===== src/rtl/digi_ota_pkg.sv =====
// Shared types and default parameter values for the digital OTA array.
package digi_ota_pkg;

  typedef enum logic [1:0] {
    MODE_OFF    = 2'b00,
    MODE_OPEN   = 2'b01,
    MODE_FOLLOW = 2'b10,
    MODE_RSVD   = 2'b11
  } mode_e;

  localparam int unsigned DefNCh         = 2;
  localparam int unsigned DefAccW        = 6;
  localparam int unsigned DefSyncStages  = 2;
  localparam int unsigned DefHyst        = 4;
  localparam int unsigned DefSettleCyc   = 8;

endpackage


===== src/rtl/digi_ota_ch.sv =====
// One OTA channel: input synchroniser, registered drive, saturating node
// accumulator, hysteretic output comparator and settle counter.
module digi_ota_ch
  import digi_ota_pkg::*;
#(
  parameter int unsigned ACC_W       = DefAccW,
  parameter int unsigned SYNC_STAGES = DefSyncStages,
  parameter int unsigned HYST        = DefHyst,
  parameter int unsigned SETTLE_CYC  = DefSettleCyc
) (
  input  logic             clk,
  input  logic             rst,
  input  mode_e            mode,
  input  logic             en,
  input  logic             vip,
  input  logic             vin,
  output logic             out,
  output logic             drive_en,
  output logic             drive_val,
  output logic             settled,
  output logic [ACC_W-1:0] acc
);

  localparam int unsigned Mid  = 1 << (ACC_W - 1);
  localparam int unsigned CntW = $clog2(SETTLE_CYC + 1);

  localparam logic [ACC_W-1:0] AccMid  = ACC_W'(Mid);
  localparam logic [ACC_W-1:0] AccMax  = {ACC_W{1'b1}};
  localparam logic [ACC_W-1:0] SetTh   = ACC_W'(Mid + HYST);
  localparam logic [ACC_W-1:0] ClrTh   = ACC_W'(Mid - HYST);
  localparam logic [CntW-1:0]  CntMax  = CntW'(SETTLE_CYC);

  logic [SYNC_STAGES-1:0] vip_sync_q, vip_sync_d;
  logic [SYNC_STAGES-1:0] vin_sync_q, vin_sync_d;
  logic                   drive_en_q, drive_en_d;
  logic                   drive_val_q, drive_val_d;
  logic [ACC_W-1:0]       acc_q, acc_d;
  logic                   out_q, out_d;
  logic [CntW-1:0]        cnt_q, cnt_d;

  logic vip_s, vin_s, vin_eff, active;

  assign vip_s = vip_sync_q[SYNC_STAGES-1];
  assign vin_s = vin_sync_q[SYNC_STAGES-1];

  always_comb begin
    vip_sync_d  = {vip_sync_q[SYNC_STAGES-2:0], vip};
    vin_sync_d  = {vin_sync_q[SYNC_STAGES-2:0], vin};

    active      = en && ((mode == MODE_OPEN) || (mode == MODE_FOLLOW));
    vin_eff     = (mode == MODE_FOLLOW) ? out_q : vin_s;
    drive_en_d  = active && (vip_s ^ vin_eff);
    drive_val_d = drive_en_d && vip_s;

    // The node only moves on the registered drive, so a mode change cannot glitch it.
    acc_d = acc_q;
    if (en && drive_en_q) begin
      if (drive_val_q) begin
        if (acc_q != AccMax) acc_d = acc_q + ACC_W'(1);
      end else begin
        if (acc_q != '0) acc_d = acc_q - ACC_W'(1);
      end
    end

    out_d = out_q;
    if (en) begin
      if (acc_q >= SetTh) begin
        out_d = 1'b1;
      end else if (acc_q < ClrTh) begin
        out_d = 1'b0;
      end
    end

    if (!en || drive_en_q) begin
      cnt_d = '0;
    end else if (cnt_q != CntMax) begin
      cnt_d = cnt_q + CntW'(1);
    end else begin
      cnt_d = cnt_q;
    end
  end

  always_ff @(posedge clk) begin
    if (rst) begin
      vip_sync_q  <= '0;
      vin_sync_q  <= '0;
      drive_en_q  <= 1'b0;
      drive_val_q <= 1'b0;
      acc_q       <= AccMid;
      out_q       <= 1'b0;
      cnt_q       <= '0;
    end else begin
      vip_sync_q  <= vip_sync_d;
      vin_sync_q  <= vin_sync_d;
      drive_en_q  <= drive_en_d;
      drive_val_q <= drive_val_d;
      acc_q       <= acc_d;
      out_q       <= out_d;
      cnt_q       <= cnt_d;
    end
  end

  assign out       = out_q;
  assign drive_en  = drive_en_q;
  assign drive_val = drive_val_q;
  assign settled   = (cnt_q == CntMax);
  assign acc       = acc_q;

endmodule


===== src/rtl/digi_ota_array.sv =====
// Array of independent OTA channels sharing only the operating mode.
module digi_ota_array
  import digi_ota_pkg::*;
#(
  parameter int unsigned N_CH        = DefNCh,
  parameter int unsigned ACC_W       = DefAccW,
  parameter int unsigned SYNC_STAGES = DefSyncStages,
  parameter int unsigned HYST        = DefHyst,
  parameter int unsigned SETTLE_CYC  = DefSettleCyc
) (
  input  logic                  clk,
  input  logic                  rst,
  input  logic [1:0]            mode,
  input  logic [N_CH-1:0]       en,
  input  logic [N_CH-1:0]       vip,
  input  logic [N_CH-1:0]       vin,
  output logic [N_CH-1:0]       out,
  output logic [N_CH-1:0]       drive_en,
  output logic [N_CH-1:0]       drive_val,
  output logic [N_CH-1:0]       settled,
  output logic [N_CH*ACC_W-1:0] acc_flat
);

  mode_e mode_q;
  assign mode_q = mode_e'(mode);

  for (genvar i = 0; i < N_CH; i++) begin : g_ch
    digi_ota_ch #(
      .ACC_W      (ACC_W),
      .SYNC_STAGES(SYNC_STAGES),
      .HYST       (HYST),
      .SETTLE_CYC (SETTLE_CYC)
    ) u_ch (
      .clk      (clk),
      .rst      (rst),
      .mode     (mode_q),
      .en       (en[i]),
      .vip      (vip[i]),
      .vin      (vin[i]),
      .out      (out[i]),
      .drive_en (drive_en[i]),
      .drive_val(drive_val[i]),
      .settled  (settled[i]),
      .acc      (acc_flat[i*ACC_W +: ACC_W])
    );
  end

endmodule

===== config.mk =====
export PLATFORM = sky130hd
export DESIGN_NAME = digi_ota_array
export DESIGN_NICKNAME = d
export VERILOG_FILES = /design/src/rtl/digi_ota_pkg.sv /design/src/rtl/digi_ota_ch.sv /design/src/rtl/digi_ota_array.sv
export SDC_FILE = /design/constraint.sdc
export NUM_CORES = 1
export LEC_CHECK = 0
export CORE_AREA = 3 3 61 63
export CTS_CLUSTER_DIAMETER = 60
export CTS_CLUSTER_SIZE = 10
export DETAILED_ROUTE_END_ITERATION = 6
export DIE_AREA = 0 0 64 66
export GPL_ROUTABILITY_DRIVEN = 0
export PLACE_DENSITY = 0.9
export SLEW_MARGIN = 20
export SYNTH_ARGS = -nofsm -noshare
export SYNTH_HDL_FRONTEND = slang
export SYNTH_SLANG_ARGS = --single-unit

===== constraint.sdc =====
create_clock -name clk -period 4.92 [get_ports clk]
set_input_delay 1.23 -clock clk [delete_from_list [all_inputs] [get_ports clk]]
set_output_delay 1.23 -clock clk [all_outputs]
set_load 0.03 [all_outputs]

Run 1, signal wires on met1:
Scale: 8 px per um. Supply wires on this layer in grey.
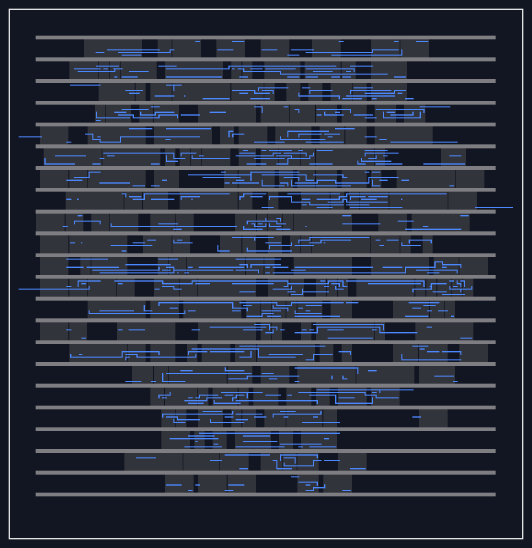
share of all routed wire: 45%
nets with wire on the layer: 215
wire length on this layer: 1410 um
main direction: horizontal
longest straight run: 17.5 um
Via Count: 1404
Routed Wire Length: 3162 um
GR Util met1: 18.59%

Run 1, met2 routing:
Scale: 8 px per um.
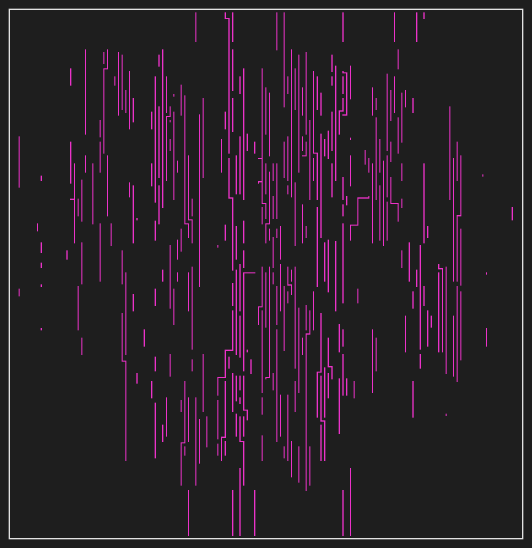
nets with wire on the layer: 205
wire length on this layer: 1550 um
longest straight run: 21.4 um
met2 usage: 26.84%

==> metrics.yaml, run 1 <==
grt_max_degree: 26
swShare_pct: 26.65
leakage_nw: 0.9080
netlist_top_cells_area: "dfxtp_1 37%, ha_1 8.9%, mux2i_1 7.1%"
tightest_slew_ns: 0.8493
relSlewSlack_pct: 43.20
top_area_cell: "dfxtp_1"
utilization_pct: 64.99
yosysMostFrequentCell: "dfxtp_1"
htreeDepth: 2
pg_seq_uw: 288
status: "completed"
p_clk_uw: 158
clock_latency_ns: 0.35
yosys_area_mm2: 0.001832
edf_count: 0
netlist_instances: 201
stdcell_area_mm2: 0.002135
cts_buffer_depth: 2
die_w_um: 64
rsz0062_at_grt: "no"
clock.fmax_mhz: 310.7
yosys_cells: 201
cpMaxStageDelayCell: "clkdlybuf4s50_1"
yosys.area_share.adder_pct: 11.07
grt_overflow: 0
first_pass_iters: 4
drcViolationCount: 0
yosys.area.top_type_share_pct: 37.16
cp_data_arrival_time_ns: 1.99
ys.warnings.count: 0
chipArea_mm2: 0.004224
finalHoldViolations: 0
cts_resized: 0
power_density_mw_per_mm2: 231.9
coreArea_mm2: 0.003284
syn_to_final_growth_pct: 16.53
synth-main-ff-cell: "dfxtp_1"
synthMuxAreaShare_pct: 8.333
cts_tree: "built"
seqPwrFrac_pct: 58.1
ys_sh_xor_pct: 7.650
common_cells: "34 x dfxtp_1, 24 x nor2_1, 13 x ha_1, 13 x mux2i_1"
period_needed_ns: 3.219
grt.busiest_layer: "met2"
clkTransAtPathRegs_ns: 0.12
end_kind: "output pin"
drive_above_1_share_pct: 4.933
ir_drop_mv: 0.1207
combGateArea_mm2: 0.001013
io_pins: 30
critPathMaxStageDelay_ns: 0.73
grt_usage_pct: 16.35
p_switching_uw: 132.0
fill_cells: 257
vias_per_cell: 5.219
regToRegSetupSlack_ns: 2.89
required_ns: 3.69
critPathLaunchType: "flip-flop"
placed_cell_area_mm2: 0.002076
initial_core_util_pct: 55.77
slew_violations: 0
synth_seq_share_pct: 37.16
die_h_um: 66
power_leader: "registers"
regArea_um2: 680.7
antenna_found_initial: 0
ys_sh_aoi_pct: 9.699
numCtsBuffers: 5
synthArstFlopShare_pct: 0
final_nets: 247
cp_cell_sequence: "inv_1 -> ha_1 -> nand2_1 -> nor2_1 -> clkdlybuf4s50_1"
wl_per_cell_um: 11.75
Run 1, metal 3:
Scale: 8 px per um.
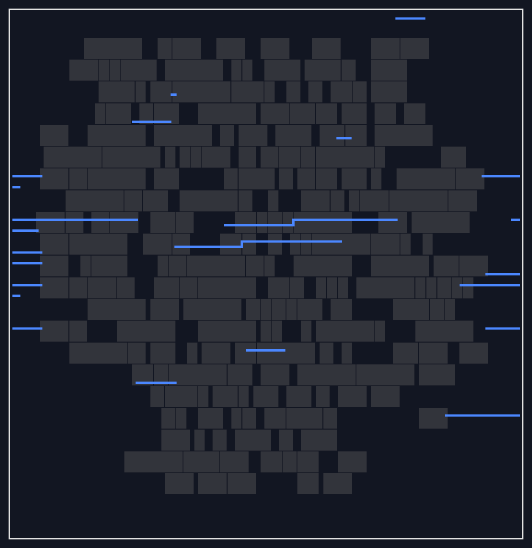
nets with wire on the layer: 19
wire length on this layer: 129 um
longest straight run: 15.4 um
share of all routed wire: 4.1%
main direction: horizontal
met3 usage: 4.592%

[run 1: area by class of cell]
cell class                      count  area share (%)
Multi-Input combinational cell    143           47.48
Clock inverter                      3          0.9965
Inverter                            9           1.583
Sequential cell                    34           31.89
Timing Repair Buffer               29           13.60
Tap cell                           46           2.696
Clock buffer                        5           1.758
[run 1: state kept, by name, indices dropped and copies added (netlist names)]
register              flops
g_ch.u_ch.drive_val       2
g_ch.u_ch.out             2
g_ch.u_ch.drive_en        2
g_ch.u_ch.cnt_q           8
g_ch.u_ch.vin_sync_q      4
g_ch.u_ch.vip_sync_q      4
g_ch.u_ch.acc            12
[run 1: final timing paths]
kind,startpoint,endpoint
max,g_ch[0].u_ch.cnt_q[0],settled[0]
min reg2reg,g_ch[0].u_ch.vip_sync_q[0],g_ch[0].u_ch.vip_sync_q[1]
max reg2reg,g_ch[0].u_ch.drive_val,g_ch[0].u_ch.acc[5]
min,g_ch[0].u_ch.vip_sync_q[0],g_ch[0].u_ch.vip_sync_q[1]
[run 1: through the flow]
stage / power (mW) / setup WS (ns) / hold slack (ns) / std cells
2_1_floorplan: 0.3268 / 2.671 / 0.4138 / 201
6_report: 0.4951 / 1.701 / 0.4456 / 269
5_1_grt: 0.5178 / 1.581 / 0.4658 / 269
3_5_place_dp: 0.3436 / 2.047 / 0.4283 / 261
4_1_cts: 0.5011 / 1.691 / 0.4522 / 269
3_3_place_gp: 0.3421 / 2.070 / 0.4163 / 261
[run 1: routing by layer]
layer,up-vias,share of wire [%]
li1,725,-
met1,646,45
met2,26,49
met3,7,4.1
met4,0,2.3
met5,-,0
[run 1: worst max-delay path: cells and delay by family (launching register included)]
kind,cells,cell delay (ns)
fa+ha+maj,1,0.16
flops,1,0.34
simple gates,2,0.31
buf+inv,2,0.82
==> run 1 -> run 2 <==
Settings changed: CORE_AREA 3 3 61 63 to 3 3 66 68, DIE_AREA 0 0 64 66 to 0 0 69 71, PLACE_DENSITY 0.9 to 0.82.
Clock period 4.92 ns to 2.8 ns, I/O delays scaled along.
Run 2, routing congestion map:
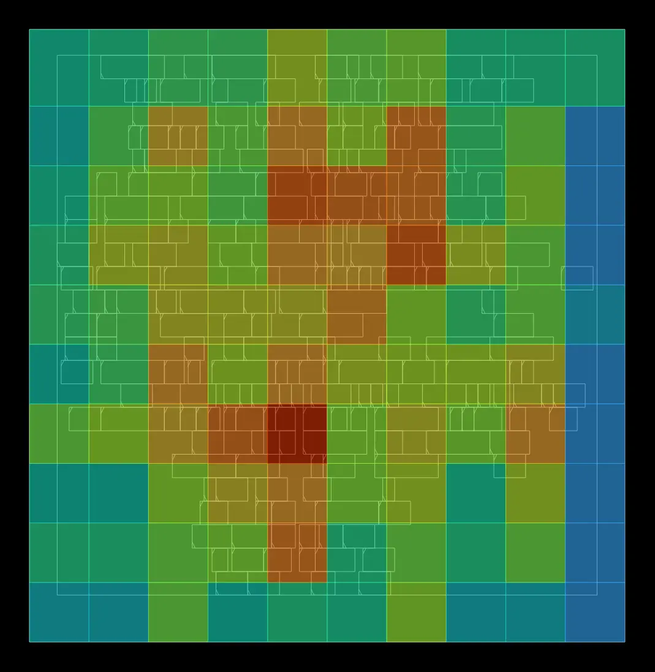
Top Usage Layer GRT: met2
GR Util met1: 17.28%
met3 usage: 3.693%
DR WL/cell: 11.82 um
total track usage: 14.42%

==> run 2 against run 1 <==
Worst setup slack worse by 1.5 ns. Critical path depth did not move. Hold slack lost 0.0076 ns. Routed wire length grew 2.0%. Sequential share of layout area decreased by 0.44 points. Register-to-register slack lost 2.1 ns. First-iteration DRC count fell by 8.8%. Flip-flop count is the same. Die size rose by 16%. Utilization fell by 9.7 points.
==> metrics.yaml, run 2 <==
status: "completed"
ys.warnings.count: 0  # unchanged
ys_sh_aoi_pct: 9.699  # unchanged
setup_slack_ns: 0.2017  # -1.500 ns
clock.fmax_mhz: 384.9
yosys.area_share.adder_pct: 11.07  # unchanged
drive_above_1_share_pct: 4.036  # -0.90 points
ys_sh_xor_pct: 7.650  # unchanged
cp_data_arrival_time_ns: 1.90  # -0.09 ns
largest_register_ffs: 12  # unchanged
netlist_top_cells_area: "dfxtp_1 37%, ha_1 8.9%, mux2i_1 7.1%"
min-delay-start: "g_ch[1].u_ch.vip_sync_q[0]"
required_ns: 2.10  # -1.59 ns
period_needed_ns: 2.598
timing.rr.start: "g_ch[0].u_ch.drive_val"
pg_seq_uw: 505  # +75%
edf_count: 0  # unchanged
rsz0062_at_grt: "no"
leakage_nw: 0.9199  # +1.3%
stdcell_area_mm2: 0.002165  # +1.4%
final_nets: 248  # +0.40%
cts_tree: "built"
clkTransAtPathRegs_ns: 0.06  # -0.06 ns
syn_to_final_growth_pct: 18.17
coreArea_mm2: 0.003914  # +19%
cpMaxStageDelayCell: "clkdlybuf4s50_1"
power_density_mw_per_mm2: 431.0  # +86%
synth_seq_share_pct: 37.16  # unchanged
finalHoldViolations: 0  # unchanged
relSlewSlack_pct: 70.69  # +27 points
critPathMaxStageDelay_ns: 0.73  # about the same
yosysMostFrequentCell: "dfxtp_1"
antenna_found_initial: 0  # unchanged
synthMuxAreaShare_pct: 8.333  # unchanged
critPathLaunchType: "flip-flop"
-- run 2: cell counts after synthesis --
No cell type changed its count.
-- run 2: per-layer routing --
| metal | global-route usage [%] | up-vias | part of all wire [%] |
|---|---|---|---|
| met5 | 0 | - | 0 |
| met1 | 17.28 | 635 | 47 |
| met3 | 3.693 | 9 | 3.8 |
| met2 | 23.52 | 27 | 47 |
| li1 | - | 719 | - |
| met4 | 8.243 | 0 | 2.4 |
-- run 2: metrics by stage --
stage          hold WS [ns]  instances
6_report             0.4380        273
5_1_grt              0.4570        273
4_1_cts              0.4431        273
3_5_place_dp         0.4282        266
3_3_place_gp         0.4162        266
2_1_floorplan        0.4138        201
-- run 2: final cells by class --
| cell class | instances | share of cell area (%) |
|---|---|---|
| Tap cell | 50 | 2.890 |
| Sequential cell | 34 | 31.45 |
| Clock buffer | 7 | 3.526 |
| Timing Repair Buffer | 30 | 13.76 |
| Inverter | 9 | 1.561 |
| Multi-Input combinational cell | 143 | 46.82 |
-- run 2: worst max-delay path by stage --
stage	start	to	slack, ns	depth (start not counted)
floorplan	g_ch[1].u_ch.acc[1]	g_ch[1].u_ch.acc[5]	0.90	6
global route	g_ch[0].u_ch.cnt_q[0]	settled[0]	0.09	5
finish	g_ch[0].u_ch.cnt_q[0]	settled[0]	0.20	5
detailed placement	g_ch[0].u_ch.cnt_q[0]	settled[0]	0.49	5
global placement	g_ch[0].u_ch.cnt_q[0]	settled[0]	0.58	5
CTS	g_ch[0].u_ch.cnt_q[0]	settled[0]	0.19	5
-- run 2: critical path, delay by kind of cell, from the launching register on --
family        cells  cell delay [ns]
flops             1             0.33
simple gates      2             0.30
buf+inv           2             0.83
fa+ha+maj         1             0.15
Run 2, metal 3:
Scale: 8 px per um.
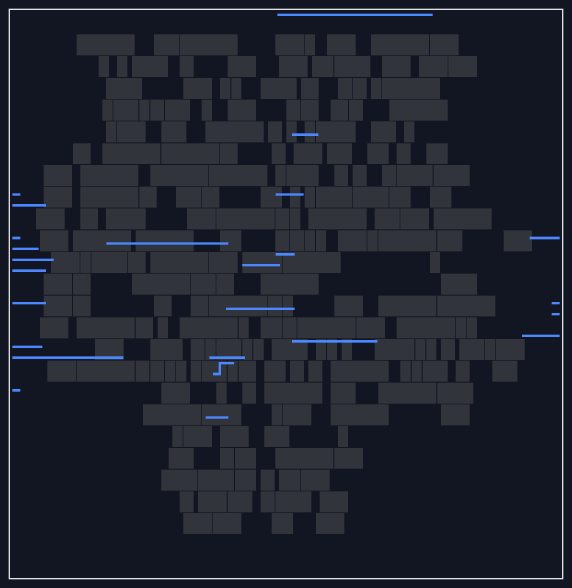

==> run 2 -> run 3 <==
Settings changed: CORE_AREA 3 3 66 68 to 3 3 62 64, DIE_AREA 0 0 69 71 to 0 0 65 67, DONT_BUFFER_PORTS from default to 1, PLACE_DENSITY 0.82 to 0.79, SLEW_MARGIN 20 to default.
Run 3, metal 3:
Scale: 8 px per um.
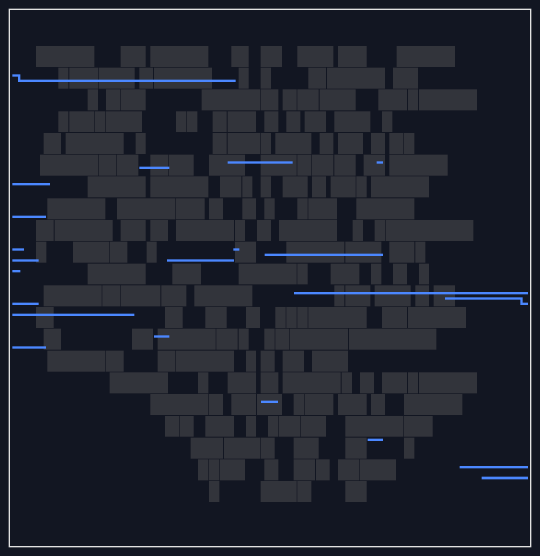
share of all routed wire: 4.9%
longest straight run: 28.9 um
wire length on this layer: 156 um
main direction: horizontal
met3 usage: 5.565%
Via Count: 1281

==> run 3 against run 2 <==
Register-to-register slack got worse by 0.19 ns. Fmax increased by 17%. Flip-flop count unchanged. Non-clock buffer count decreased by 28. Final cell count decreased by 11%. Hold slack got worse by 0.033 ns. Utilization increased by 2.0 points. Global-route usage increased by 1.3 points. Combinational power decreased by 39%. Clock power increased by 38%. Via count decreased by 7.8%. Critical endpoint is now g_ch[1].u_ch.acc[5].
==> metrics.yaml, run 3 <==
antenna_cells: 0
clkTransAtPathRegs_ns: 0.11  # +0.05 ns
utilization_pct: 57.29
synth-main-ff-cell: "dfxtp_1"
post_cts_buffers: 0
critPathLaunchType: "flip-flop"
cts_buffer_depth: 2
pwr-share-comb_pct: 5.3
ys_sh_aoi_pct: 9.699  # unchanged
mostFrequentLayoutCell: "dfxtp_1"
final_layout_top_logic_cells: "34 x dfxtp_1, 24 x nor2_1, 13 x mux2i_1, 13 x ha_1"
fin_skew_ns: 0.01325
rsz0062_at_grt: "no"
synthMuxAreaShare_pct: 8.333  # unchanged
setup_slack_ns: 0.5746  # +0.3729 ns
p_switching_uw: 209.7
netlist_instances: 201
clock_latency_ns: 0.34
regToRegSetupSlack_ns: 0.57
yosys.area_share.adder_pct: 11.07  # unchanged
setup-tns-final_ns: 0
drtAntennaViolNets: 0
clkSinkCount: 34
avgSynthCellArea_um2: 9.113
ys_sh_xor_pct: 7.650  # unchanged
io_pins: 30
synth_seq_share_pct: 37.16  # unchanged
numCtsBuffers: 5
drtIter0Drc: 36
required_ns: 3.10  # +1.00 ns
rows: 21
yosys.area.top_type_share_pct: 37.16
wl_per_cell_um: 13.05  # +10%
hold_path_class: "primary input to flip-flop"
relSlewSlack_pct: 62.31  # -8.4 points
end_kind: "flip-flop"
cp_cell_sequence: "inv_1 -> ha_1 -> a211oi_1 -> o21bai_1 -> a21oi_1 -> mux2_1 -> nand3_1"
drive_above_1_share_pct: 6.633  # +2.6 points
netlist_top_cells_area: "dfxtp_1 37%, ha_1 8.9%, mux2i_1 7.1%"
status: "completed"
ys.flops: 34
yosys_area_mm2: 0.001832
seqPwrFrac_pct: 49.4
cpMaxStageDelayCell: "dfxtp_1"
edf_count: 0  # unchanged
grt_pass1_wl_um: 5175
path_depth: 7  # +2
cts_tree: "built"
placed_cell_area_mm2: 0.001800
ir_drop_mv: 0.3745
cp_data_arrival_time_ns: 2.52  # +0.62 ns
top_area_cell: "dfxtp_1"
antenna_found_initial: 0  # unchanged
largest_register_ffs: 12  # unchanged
yosysUniqueCellTypes: 36
initial_core_util_pct: 54.89
htreeDepth: 2
syn_nets: 226
finalHoldViolations: 0  # unchanged
grt_max_degree: 26
slew_violations: 0
clock.fmax_mhz: 449.4  # +17%
syn_to_final_growth_pct: 4.371
period_needed_ns: 2.225  # -0.3729 ns
leakage_nw: 0.8409  # -8.6%
critPathMaxStageDelay_ns: 0.59  # -0.14 ns
stdcell_area_mm2: 0.001912  # -12%
first_pass_iters: 4
path_delay_family: "flip-flops"
mappedNetlistArea_mm2: 0.001832
power_density_mw_per_mm2: 542.2  # +26%
yosysMostFrequentCell: "dfxtp_1"
r2r_cells: 7
grt_usage_pct: 15.73  # +1.3 points
grt_pass1_vias: 1159
criticalPathCategory: "flip-flop to flip-flop"
coreArea_mm2: 0.003337  # -15%
final_nets: 220  # -11%
root_buffer: "clkbuf_4"
critical_path_buf_inv_count: 1  # -1
holdPathStages: 1
clkPwrFrac_pct: 45.3
synthArstFlopShare_pct: 0
ys.warnings.count: 0  # unchanged
[run 3: cell counts after synthesis]
No cell type changed its count.
[run 3: cell type report]
type | instances | area (um^2)
repair buffers | 2 | 15.01
clock buffers | 6 | 51.30
multi-input cells | 143 | 1013
inverters | 9 | 33.78
well taps | 46 | 57.56
clock inverters | 2 | 60.06
fillers | 313 | 1425
flip-flops and latches | 34 | 680.7
[run 3: kinds of logic (layout without fill, tap and decap cells)]
logic type,Yosys count,in the layout
and+or+nand+nor,70,70
AOI/OAI and AO/OA,27,27
buffers and inverters,24,19
DFF,34,34
xor gates and xnor gates,16,16
adders and majority gates,15,15
muxes,15,15
[run 3: power by group through the flow]
stage                     registers (mW)  clock network (mW)  logic [mW]
after floorplan                    0.518                   0      0.0560
after global placement             0.523                   0      0.0526
after detailed placement           0.524                   0      0.0544
after CTS                          0.513               0.479      0.0551
after global routing               0.515               0.498      0.0628
final                              0.512               0.469      0.0547
[run 3: path summary, 6_finish.rpt]
check,start,end
max,g_ch[1].u_ch.drive_val,g_ch[1].u_ch.acc[5]
min,rst,g_ch[1].u_ch.vin_sync_q[0]
max reg2reg,g_ch[1].u_ch.drive_val,g_ch[1].u_ch.acc[5]
min reg2reg,g_ch[0].u_ch.vip_sync_q[0],g_ch[0].u_ch.vip_sync_q[1]
[run 3: through the flow]
stage	instances	hold WS [ns]
floorplan	201	0.4138
global route	242	0.3902
detailed placement	234	0.4220
global placement	234	0.4169
finish	242	0.4050
CTS	242	0.3942
[run 3: metal layers]
layer / global-route usage (%) / share of wire [%] / up-vias
li1: - / - / 669
met1: 18.57 / 46 / 581
met2: 24.65 / 46 / 23
met3: 5.565 / 4.9 / 8
met4: 8.971 / 2.4 / 0
met5: 0 / 0 / -
Power figures rest on the tool's default switching activity, not on a simulated workload.
